**src/rtl/tx_frame_sequencer.sv**
```systemverilog
// Per-request word scheduler for the ASK modulator: idle fill, preamble, sync, payload, gap.
// Answers each mod_new_word one cycle later via mod_word/mod_load; s_ready only on PAY requests, underruns filled.
module tx_frame_sequencer #(
   parameter int                WORD_W        = 16,
   parameter int                PRE_LEN       = 4,
   parameter int                FRAME_LEN     = 64,
   parameter int                GAP_LEN       = 2,
   parameter logic [WORD_W-1:0] PREAMBLE_WORD = 16'hAAAA,
   parameter logic [WORD_W-1:0] SYNC_WORD     = 16'hD391,
   parameter logic [WORD_W-1:0] IDLE_WORD     = 16'h0000,
   parameter logic [WORD_W-1:0] FILL_WORD     = 16'h5555,
   parameter int                CNT_W         = 16
) (
   input  logic              clk,
   input  logic              rst,
   input  logic              enable,
   input  logic [WORD_W-1:0] s_data,
   input  logic              s_valid,
   output logic              s_ready,
   input  logic              mod_new_word,
   output logic [WORD_W-1:0] mod_word,
   output logic              mod_load,
   output logic              busy,
   output logic              frame_done,
   output logic [CNT_W-1:0]  frame_cnt,
   output logic [CNT_W-1:0]  underrun_cnt
);

   localparam int MAX_A   = (PRE_LEN > FRAME_LEN) ? PRE_LEN : FRAME_LEN;
   localparam int MAX_LEN = (MAX_A > GAP_LEN) ? MAX_A : GAP_LEN;
   localparam int IDX_W   = $clog2(MAX_LEN + 1);

   localparam logic [IDX_W-1:0] PRE_LAST = IDX_W'(PRE_LEN - 1);
   localparam logic [IDX_W-1:0] PAY_LAST = IDX_W'(FRAME_LEN - 1);
   localparam logic [IDX_W-1:0] GAP_LAST = IDX_W'(GAP_LEN - 1);

   typedef enum logic [2:0] {
      ST_IDLE,
      ST_PRE,
      ST_SYNC,
      ST_PAY,
      ST_GAP
   } state_t;

   state_t            state, state_nxt;
   logic [IDX_W-1:0]  idx, idx_nxt;
   logic [WORD_W-1:0] word_nxt;
   logic              underrun_inc;
   logic              done_nxt;

   assign s_ready = (state == ST_PAY) && mod_new_word;

   always_comb begin
      state_nxt    = state;
      idx_nxt      = idx;
      word_nxt     = mod_word;
      underrun_inc = 1'b0;
      done_nxt     = 1'b0;
      if (mod_new_word) begin
         case (state)
            ST_IDLE: begin
               if (enable && s_valid) begin
                  word_nxt = PREAMBLE_WORD;
                  if (PRE_LEN == 1) begin
                     state_nxt = ST_SYNC;
                     idx_nxt   = '0;
                  end else begin
                     state_nxt = ST_PRE;
                     idx_nxt   = IDX_W'(1);
                  end
               end else begin
                  word_nxt = IDLE_WORD;
               end
            end
            ST_PRE: begin
               word_nxt = PREAMBLE_WORD;
               if (idx == PRE_LAST) begin
                  state_nxt = ST_SYNC;
                  idx_nxt   = '0;
               end else begin
                  idx_nxt = idx + 1'b1;
               end
            end
            ST_SYNC: begin
               word_nxt  = SYNC_WORD;
               state_nxt = ST_PAY;
               idx_nxt   = '0;
            end
            ST_PAY: begin
               // A missing payload word is replaced, never waited for: the modulator cannot stall.
               if (s_valid) begin
                  word_nxt = s_data;
               end else begin
                  word_nxt     = FILL_WORD;
                  underrun_inc = 1'b1;
               end
               if (idx == PAY_LAST) begin
                  state_nxt = ST_GAP;
                  idx_nxt   = '0;
               end else begin
                  idx_nxt = idx + 1'b1;
               end
            end
            ST_GAP: begin
               word_nxt = IDLE_WORD;
               if (idx == GAP_LAST) begin
                  state_nxt = ST_IDLE;
                  idx_nxt   = '0;
                  done_nxt  = 1'b1;
               end else begin
                  idx_nxt = idx + 1'b1;
               end
            end
            default: begin
               state_nxt = ST_IDLE;
               idx_nxt   = '0;
            end
         endcase
      end
   end

   always_ff @(posedge clk) begin
      if (rst) begin
         state        <= ST_IDLE;
         idx          <= '0;
         mod_word     <= IDLE_WORD;
         mod_load     <= 1'b0;
         busy         <= 1'b0;
         frame_done   <= 1'b0;
         frame_cnt    <= '0;
         underrun_cnt <= '0;
      end else begin
         state      <= state_nxt;
         idx        <= idx_nxt;
         mod_word   <= word_nxt;
         mod_load   <= mod_new_word;
         busy       <= (state_nxt != ST_IDLE);
         frame_done <= done_nxt;
         if (done_nxt) begin
            frame_cnt <= frame_cnt + CNT_W'(1);
         end
         if (underrun_inc && (underrun_cnt != {CNT_W{1'b1}})) begin
            underrun_cnt <= underrun_cnt + CNT_W'(1);
         end
      end
   end

endmodule

```
**config.mk**
```make
export PLATFORM = sky130hd
export DESIGN_NAME = tx_frame_sequencer
export DESIGN_NICKNAME = d
export VERILOG_FILES = /design/src/rtl/tx_frame_sequencer.sv
export SDC_FILE = /design/constraint.sdc
export NUM_CORES = 1
export LEC_CHECK = 0
export CORE_MARGIN = 2
export CORE_UTILIZATION = 45
export DETAILED_ROUTE_END_ITERATION = 7
export GPL_ROUTABILITY_DRIVEN = 0
export PLACE_DENSITY = 0.74
export SYNTH_ARGS = -nofsm -noshare
export SYNTH_HDL_FRONTEND = slang
export SYNTH_SLANG_ARGS = --single-unit
```
**constraint.sdc**
```tcl
create_clock -name clk -period 2.1 [get_ports clk]
set_input_delay 0.21 -clock clk [delete_from_list [all_inputs] [get_ports clk]]
set_output_delay 0.21 -clock clk [all_outputs]
set_load 0.01 [all_outputs]
```
==> job_summary.md, run 1 <==
## Synthesis and layout report

| Metric | Value |
|---|---|
| Crit path launch | state[2] |
| Clk_lat worst skew | 0.34 ns |
| Yosys warning tally | 0 |
| DR top layer | met4 |
| Post-synth EDFFs | 0 |
| OpenROAD warning count | 27 |
| FP Core Util | 0.466 |
| RR Startpoint | idx[0] |
| Most frequent logic cells in the routed design | 71 x clkdlybuf4s50_1, 59 x dfxtp_1, 57 x nor2_1 |
| Met1 wire length | 3500 um |
| Met3 WL | 448 um |
| PostCTS Resize Cnt | 0 |
| CORE AREA | 0.00639 mm2 |
| FMAX | 0.496 GHz |
| Async set-reset flop share out of synthesis | 0 |
| 1st-iter DRT viols | 142 |
| P_leak | 1.48 nW |
| Clock Path Buffers | 2 |
| Port-buffer cells | 72 |
| DRC violation count after routing | 0 |
| Antenna violations before repair | 0 |
| Seq share, synth | 0.410 |
| Delay-heaviest family, CP | buffers and inverters |
| CP Class | reg -> out |
| Hold path depth | 2 |
| CP Max Fanout | 12 |
| First-pass GRT wire length | 12000 um |
| Syn Inst Count | 364 |
| TNS Setup | 0 ns |
| H-tree level count | 3 |
| Vias in the first global route | 2532 |
| End of the worst register-to-register path | busy |
| Busiest grt layer | met2 |
| Crit path DAT | 1.81 ns |
| Clk_skew | 0.00647 ns |
| Met3 Usage GRT | 0.0545 |
| Worst-path clk slew | 0.07 ns |
| Crit path largest cell delay | 0.54 ns |
| Pins Over Slew Limit | 0 |
| Met2 Wirelength | 3180 um |
| Cycle use final | 0.960 |
| Final ANT Viol Nets | 0 |
| Worst-Margin Slew | 0.480 ns |
| Max-slew headroom | 0.672 |
| CP max stage cell | clkdlybuf4s50_1 |
| Pre-antenna DRT Iters | 4 |
| YS chip area | 0.00298 mm2 |
| Crit path launch type | flop |
| Status | finished, final reports clean |
| Layout cells sized above 1 | 0.118 |
| Hold Vio Cnt, Final | 0 |
| Post-route cell area | 0.00415 mm2 |
| Total setup buffers inserted after CTS | 1 |
| Largest net degree at the start of global routing | 40 |
| Clock sink count | 61 |
| Synthesis-to-finish area growth | 39.2% |
| Power per cell area | 647 mW/mm2 |
| Drt total wl | 7260 um |
| Synth cell types | 49 |
| Syn Std Cell Area | 0.00298 mm2 |
| Worst slack at placement | 0.0547 ns |
==> run 1: power by group <==
part           internal (mW)  switching, mW  total (mW)
Clock                  0.818          0.471        1.29
Sequential              1.18         0.0118        1.19
Combinational          0.103          0.105       0.208
Total                   2.10          0.588        2.68
==> run 1: cells by family after synthesis <==
logic type,after synthesis,share of synthesized area
buffers and inverters,31,0.0399
flip-flops,61,0.410
multiplexers,2,0.00672
adder cells (fa/ha/maj),4,0.0168
AND-OR/OR-AND,67,0.143
XOR/XNOR,27,0.0794
AND/OR/NAND/NOR,172,0.304
==> run 1: state kept, by name, summed over array words and instances (netlist names) <==
signal and count:
frame_cnt 16, mod_word 16, underrun_cnt 16, idx 7
state 3, busy 1, frame_done 1, mod_load 1
==> run 1: synthesized netlist by cell type, drive strengths merged (2+ instances only) <==
| cell | number |
|---|---|
| dfxtp | 61 |
| nor2 | 57 |
| nand2 | 30 |
| a21oi | 28 |
| xor2 | 16 |
| clkbuf | 14 |
| nand4 | 14 |
| o21ai | 14 |
| inv | 13 |
| nor4 | 11 |
| xnor2 | 11 |
| nor3 | 10 |
| nand3 | 9 |
| and4 | 6 |
| o2111ai | 6 |
| or3 | 6 |
| or4 | 6 |
| and3 | 5 |
| or2 | 5 |
| a31oi | 4 |
| and2 | 4 |
| ha | 4 |
| buf | 3 |
| nand3b | 3 |
| a211oi | 2 |
| a221oi | 2 |
| mux2i | 2 |
| nand2b | 2 |
| nor2b | 2 |
| o32ai | 2 |
==> run 1: area by class of cell <==
class | instances | area [um2]
Clock buffer | 10 | 138
Clock inverter | 6 | 110
Fill cell | 560 | 2240
Inverter | 14 | 52.6
Multi-Input combinational cell | 272 | 1650
Sequential cell | 61 | 1220
Tap cell | 77 | 96.3
Timing Repair Buffer | 94 | 881
==> run_1/met4.png <==
Scale: 6 px per um. Supply wires on this layer in gray.
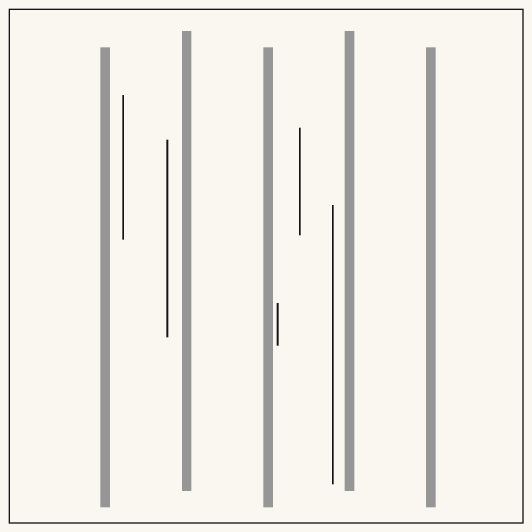
share of all routed wire: 1.8%
longest straight run: 46.2 um
wire length on this layer: 127 um

==> run_1/final_congestion.png <==
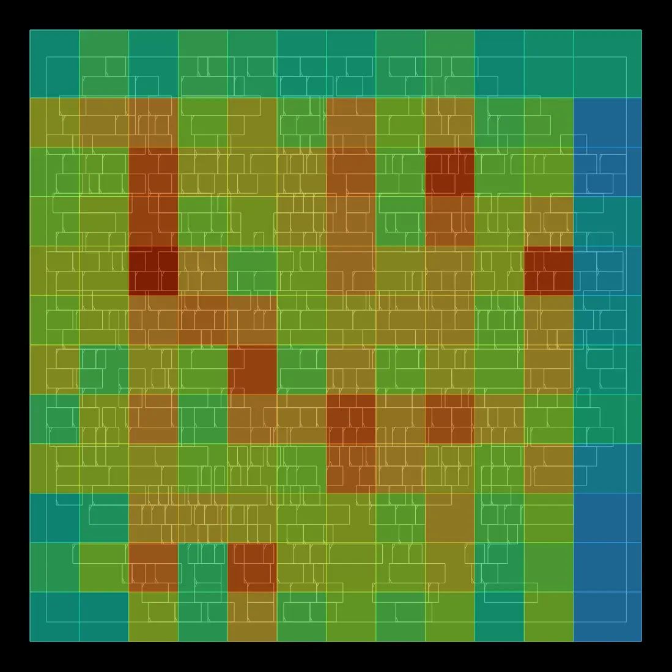
DR WL/cell: 13.6 um
GR Util All Layers: 0.204
met2 usage: 0.301

==> run_1/gate_families.png <==
Scale: 6 px per um.
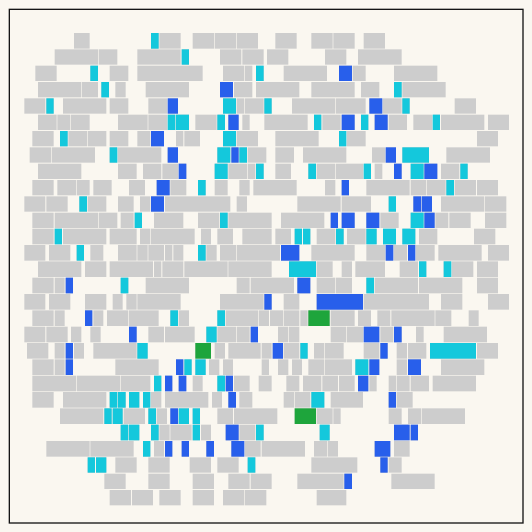
[green] AND-OR and OR-AND gates | cells: 3
[cyan] NOR gates | cells: 81 | most used: nor2_1 | where: spread over the die
[blue] NAND gates | cells: 59 | most used: nand2_1
logic share of the area: 0.397
Top cell excl fill/tap: clkdlybuf4s50_1

==> run_1/zoom.png <==
Window x 28 to 58, y 11 to 41 um. Cells in gray, sequential cells in the stronger gray; small squares are vias.
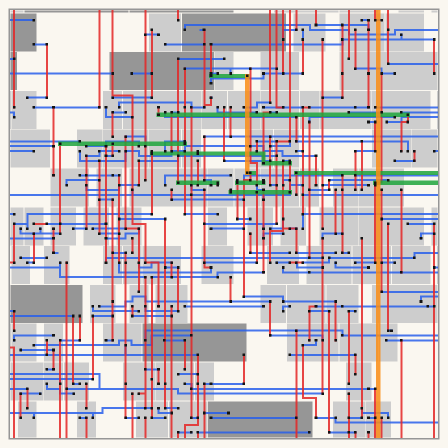

--- run 2 (diff from run 1) ---
- SKIP_CTS_REPAIR_TIMING: not set -> 1
==> run_2/zoom.png <==
Window x 28 to 58, y 11 to 41 um. Cells in gray, sequential cells in the stronger gray; small squares are vias.
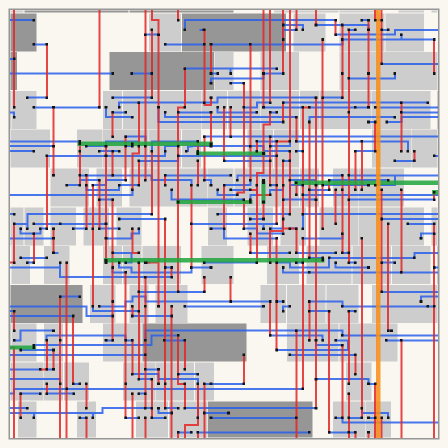
[blue] met1
[orange] met4
[green] met3
[red] met2
sequential cells in the window: 5
most frequent: a21oi_1 (10), buf_4 (10), nand2_1 (8)
cells with their middle in the window: 85
netlist names of flops here include: mod_word (3), state (2)

==> job_summary.md, run 2 <==
## Synthesis and layout report

| Metric | Value |
|---|---|
| Status | finished, final reports clean |
| Layout cells sized above 1 | 0.120 |
| Worst-Margin Slew | 0.480 ns |
| Vias | 2907 |
| Synth cell types | 49 |
| Cycle use final | 0.939 |
| Clock Path Buffers | 2 |
| GR Util All Layers | 0.204 |
| Pins Over Slew Limit | 0 |
| Hold Vio Cnt, Final | 0 |
| Clk_skew | 0.00603 ns |
| Max-slew headroom | 0.672 |
| CP Max Fanout | 5 |
| # fillers | 560 |
| Final ANT Viol Nets | 0 |
| Max Cap Viol | 0 |
| Placed cell count | 517 |
| Final worst path period need | 1.97 ns |
| Ports | 73 |
| Clk_lat worst skew | 0.34 ns |
| Top non-seq family | simple AND/OR/NAND/NOR gates |
| Syn Inst Count | 364 |
| DRC violation count after routing | 0 |
| Worst min path class | in -> reg |
| Post-route cell area | 0.00416 mm2 |
| MUX share of area | 0.00672 |
| Synthesis-to-finish area growth | 39.5% |
| H-tree level count | 3 |
| Most frequent logic cells in the routed design | 70 x clkdlybuf4s50_1, 59 x dfxtp_1, 57 x nor2_1 |
| Power per cell area | 645 mW/mm2 |
| Rows | 29 |
| YS chip area | 0.00298 mm2 |
| Crit path launch type | flop |
| XOR Share, Synth | 0.0794 |
| Count leader, synth | dfxtp_1 |
| Yosys warning tally | 0 |
| Aoi share | 0.143 |
| OpenROAD warning count | 27 |
| Synth top area share | 0.410 |
| Crit path DAT | 2.19 ns |
| First-pass GRT wire length | 12000 um |
| Adder share | 0.0168 |
| FP Core Util | 0.466 |
| Syn Std Cell Area | 0.00298 mm2 |
| Worst slack at placement | 0.0547 ns |
| DR top layer | met4 |
| Met3 WL | 448 um |
| Pre-antenna DRT Iters | 5 |
| Vias in the first global route | 2531 |
| 1st-iter DRT viols | 198 |
| P_leak | 1.50 nW |
| Met2 Wirelength | 3190 um |
| Drt total wl | 7210 um |
| Met1 wire length | 3490 um |
| Top Registers | frame_cnt (16), mod_word (16), underrun_cnt (16) |
| CORE AREA | 0.00639 mm2 |
| TNS Setup | 0 ns |
| Syn Nets | 389 |
| Clock sink count | 61 |
| Simple-Gate Area Share | 0.304 |
| Seq share, synth | 0.410 |
| Top cell excl fill/tap | clkdlybuf4s50_1 |
| Antenna violations before repair | 0 |
| Finished Layout Cells | 535 |
| Post-synth EDFFs | 0 |
| CP Class | reg -> reg |
| Port-buffer cells | 72 |
| Worst-path clk slew | 0.07 ns |
| Commonest cells in the netlist | 61 x dfxtp_1, 57 x nor2_1, 30 x nand2_1, 28 x a21oi_1, 16 x xor2_1 |
| Async set-reset flop share out of synthesis | 0 |
| Dpl hpwl | 5210 um |
| FMAX | 0.507 GHz |
| Largest net degree at the start of global routing | 40 |
| DR WL/cell | 13.5 um |
## run 2: report_power, final
part | leakage [nW] | switching, mW | total [mW] | internal [mW]
Sequential | 0.495 | 0.0118 | 1.19 | 1.18
Clock | 0.119 | 0.468 | 1.29 | 0.818
Combinational | 0.886 | 0.105 | 0.208 | 0.103
## run 2: cell type report
cell class                 count  area (um2)  share of cell area
clock buffer                  10         138              0.0331
clock inverter                 6         110              0.0265
inverter                      14        52.6              0.0126
multi-input combinational    272        1650               0.396
sequential                    61        1220               0.294
tap                           77        96.3              0.0232
timing repair buffer          95         891               0.214
## run 2: path summary, 6_finish.rpt
path	from	to	slack, ns	depth (start not counted)
hold reg to reg	mod_word[12]	mod_word[12]	0.46	2
setup / recovery	idx[0]	busy	0.13	6
setup reg to reg	idx[0]	busy	0.13	6
hold / removal	rst	idx[1]	0.33	2
## run 2: worst max-delay path, cell delays in order, from the launching register on
cell	delay (ns)
dfxtp_2	0.37
ha_2	0.21
nand3_1	0.14
or3_1	0.43
o21ai_0	0.24
a221oi_2	0.09
or3_1	0.37
## run 2: cell families (layout without fill, tap and decap cells)
group / count (synthesis) / after routing
compound gates: 67 / 67
buf+inv: 31 / 125
xor+xnor: 27 / 27
mux: 2 / 2
simple gates: 172 / 172
flops: 61 / 61
fa+ha+maj: 4 / 4
## run 2: metal layers
metal / global-route usage / up-vias
li1: - / 1477
met1: 0.285 / 1340
met2: 0.301 / 82
met3: 0.0545 / 8
met4: 0.0779 / 0
met5: 0 / -
Power is estimated from default activity; no workload was simulated.
